`src/rtl/umacc.sv`:
```
// Unsigned multiply-accumulate stage: hin*COEF summed into a saturating accumulator,
// scaled by SHIFT and saturated to 15 bits. Define UMACC_ROUND_EN for round-half-up scaling.
module umacc #(
  parameter int unsigned COEF  = 1,
  parameter int unsigned ACC_W = 40,
  parameter int unsigned SHIFT = 0
) (
  input  logic        clock,
  input  logic        reset,
  input  logic [14:0] hin,
  output logic [14:0] hout
);

  localparam int unsigned      EXT_W     = ACC_W + 1;
  localparam logic [14:0]      COEF_C    = 15'(COEF);
  localparam logic [ACC_W-1:0] ACC_MAX_C = '1;
  localparam logic [EXT_W-1:0] SAT_LIM_C = EXT_W'(15'h7FFF);
`ifdef UMACC_ROUND_EN
  localparam int unsigned      HALF_POS  = (SHIFT > 0) ? SHIFT - 1 : 0;
  localparam logic [EXT_W-1:0] HALF_C    = (SHIFT > 0) ? (EXT_W'(1'b1) << HALF_POS) : '0;
`else
  localparam logic [EXT_W-1:0] HALF_C    = '0;
`endif

  // Clamp a scaled accumulator value into the 15-bit output range.
  function automatic logic [14:0] sat15(input logic [EXT_W-1:0] v);
    logic [14:0] r;
    if (v > SAT_LIM_C) begin
      r = 15'h7FFF;
    end else begin
      r = v[14:0];
    end
    return r;
  endfunction

  logic [14:0]      in_r;
  logic [29:0]      prod_r;
  logic [ACC_W-1:0] acc_r;
  logic [29:0]      prod_s;
  logic [EXT_W-1:0] sum_s;
  logic [ACC_W-1:0] acc_nxt_s;
  logic [EXT_W-1:0] scaled_s;
  logic [14:0]      hout_nxt_s;

  // Product and saturating accumulate; the extra sum bit flags overflow.
  always_comb begin
    prod_s = 30'(in_r) * 30'(COEF_C);
    sum_s  = {1'b0, acc_r} + EXT_W'(prod_r);
    if (sum_s[ACC_W]) begin
      acc_nxt_s = ACC_MAX_C;
    end else begin
      acc_nxt_s = sum_s[ACC_W-1:0];
    end
  end

  // Output scaling; the rounding bias is added one bit wider so it never wraps.
  always_comb begin
    scaled_s   = ({1'b0, acc_r} + HALF_C) >> SHIFT;
    hout_nxt_s = sat15(scaled_s);
  end

  // Four-stage pipeline: input, product, accumulator, output.
  always_ff @(posedge clock or posedge reset) begin
    if (reset) begin
      in_r   <= 15'd0;
      prod_r <= 30'd0;
      acc_r  <= '0;
      hout   <= 15'd0;
    end else begin
      in_r   <= hin;
      prod_r <= prod_s;
      acc_r  <= acc_nxt_s;
      hout   <= hout_nxt_s;
    end
  end

endmodule

```
`config.mk`:
```
export PLATFORM = sky130hd
export DESIGN_NAME = umacc
export DESIGN_NICKNAME = d
export VERILOG_FILES = /design/src/rtl/umacc.sv
export SDC_FILE = /design/constraint.sdc
export NUM_CORES = 1
export LEC_CHECK = 0
export CAP_MARGIN = 20
export CORE_MARGIN = 2
export CORE_UTILIZATION = 50
export CTS_BUF_LIST = sky130_fd_sc_hd__clkbuf_2
export DETAILED_ROUTE_END_ITERATION = 7
export HOLD_SLACK_MARGIN = 0.15
export PLACE_DENSITY_LB_ADDON = 0.15
export SYNTH_ARGS = -nofsm -noshare
export SYNTH_HDL_FRONTEND = slang
export SYNTH_SLANG_ARGS = --single-unit
```
`constraint.sdc`:
```
create_clock -name clock -period 3.95 [get_ports clock]
set_input_delay 0.5925 -clock clock [delete_from_list [all_inputs] [get_ports clock]]
set_output_delay 0.5925 -clock clock [all_outputs]
set_load 0.005 [all_outputs]
```
Wiring by layer:
(4 px per um)
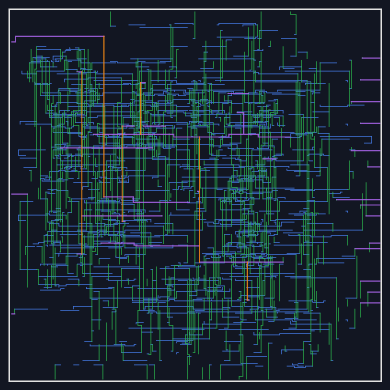
| layer | color | wire length |
|---|---|---|
| met2 | green | 3790 um |
| met4 | orange | 163 um |
| met3 | purple | 293 um |
| met1 | blue | 3480 um |

==> job_summary.md <==
### Yosys + OpenROAD results

| Metric | Value |
|---|---|
| Final worst slack | `0.847 ns` |
| CP max FO | `18` |
| Period utilization | `0.786` |
| Yosys stat chip area | `0.00393 mm^2` |
| Dpl cell area | `0.00432 mm^2` |
| Fin util | `0.587` |
| PostCTS Resize Cnt | `0` |
| Depth of the CTS H-tree | `3` |
| RSZ-0062 raised after global routing | `false` |
| Pwr Density | `646 mW/mm^2` |
| Post-placement cell count | `485` |
| Post-CTS Hold Fix Bufs | `0` |
| CP Launch Type | `flip-flop` |
| Flop pwr share | `0.392` |
| Status | `finished clean` |
| Chip area | `0.00858 mm^2` |
| Max power group | `combinational logic` |
| Area growth from synthesis to layout | `14.3%` |
| Total gr overflow | `0` |
| Yosys top cell by area | `dfrtp_1` |
| Max Cap Viol | `0` |
| Post-synth EDFFs | `0` |
| Fmax | `322 MHz` |
| Maximum VDD drop | `0.259 mV` |
| Path type of the worst setup path | `flip-flop to flip-flop` |
| Via count | `2801` |
| Total power | `2.90 mW` |
| Setup bufs post-CTS | `0` |
| Tmin final | `3.10 ns` |
| XOR Share, Synth | `0.0335` |
| Clock Latency Late Sink | `0.54 ns` |
| Ys cells | `359` |
| Fill cells | `680` |
| Routed len/inst | `15.5 um` |
| Mean post-synth cell area | `10.9 um^2` |
| Logic pwr share | `0.398` |
| Crit path max-delay cell type | `o21ai_2` |
| Simple share | `0.185` |
| Clk sink count | `85` |
| Sequence of cells on the critical path | `ha_1 -> fa_1 -> a211o_1 -> a211o_1 -> and3b_1 -> o21ai_2 -> buf_4 -> nand2b_1` |
| Final hold slack | `0.287 ns` |
Clock routing:
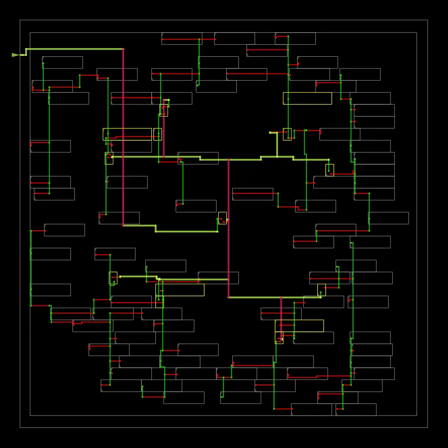
skew final: 0.0206 ns
Clk. pwr: 0.610 mW

worst paths after layout:
path / from / endpoint / slack [ns] / cells after the start
max: prod_r[0] / acc_r[1] / 0.85 / 8
min in group clock: in_r[4] / prod_r[4] / 0.37 / 0
min reg2reg: in_r[4] / prod_r[4] / 0.37 / 0
max reg2reg: prod_r[0] / acc_r[1] / 0.85 / 8
max in group asynchronous: reset / acc_r[4] / 2.81 / 3
min: reset / in_r[2] / 0.29 / 2
final cells by class:
class | count | area [um^2] | share of cell area
inverters | 10 | 38.8 | 0.00864
repair buffers | 34 | 333 | 0.0741
flip-flops and latches | 85 | 2130 | 0.474
clock inverters | 5 | 125 | 0.0279
well taps | 102 | 128 | 0.0284
multi-input cells | 254 | 1690 | 0.377
clock buffers | 9 | 45.0 | 0.0100
kinds of logic (layout without fill, tap and decap cells):
group	Yosys count	count (layout)
AND-OR/OR-AND	69	69
XOR/XNOR	15	15
adder cells (fa/ha/maj)	16	16
buffers and inverters	20	58
flip-flops	85	85
multiplexers	14	14
AND/OR/NAND/NOR	140	140
state kept, by name, summed over array words and instances (netlist names):
name	flops
in_r	15
prod_r	15
hout	15
acc_r	40
routing by layer:
metal / global-route usage / share of wire / vias to the layer above
li1: - / - / 1373
met1: 0.262 / 0.45 / 1372
met2: 0.324 / 0.49 / 41
met3: 0.0521 / 0.038 / 15
met4: 0.0699 / 0.021 / 0
met5: 0 / 0 / -
cells in the final DEF, fill, tap and decap left out, types with 5 or more instances in the layout:
cell              n
a21o_1           11
a21oi_1          15
clkbuf_2          9
clkdlybuf4s50_1  31
dfrtp_1          85
ha_1             15
inv_1             9
mux2_2            9
mux2i_1           5
nand2_1          41
nand3_1          24
nand4_1           8
nor2_1           13
nor3_1            5
nor4_1           10
o21ai_0           9
o22ai_1           5
or3_1            17
xnor2_1           7
xor2_1            8
Power and IR drop assume default switching activity.
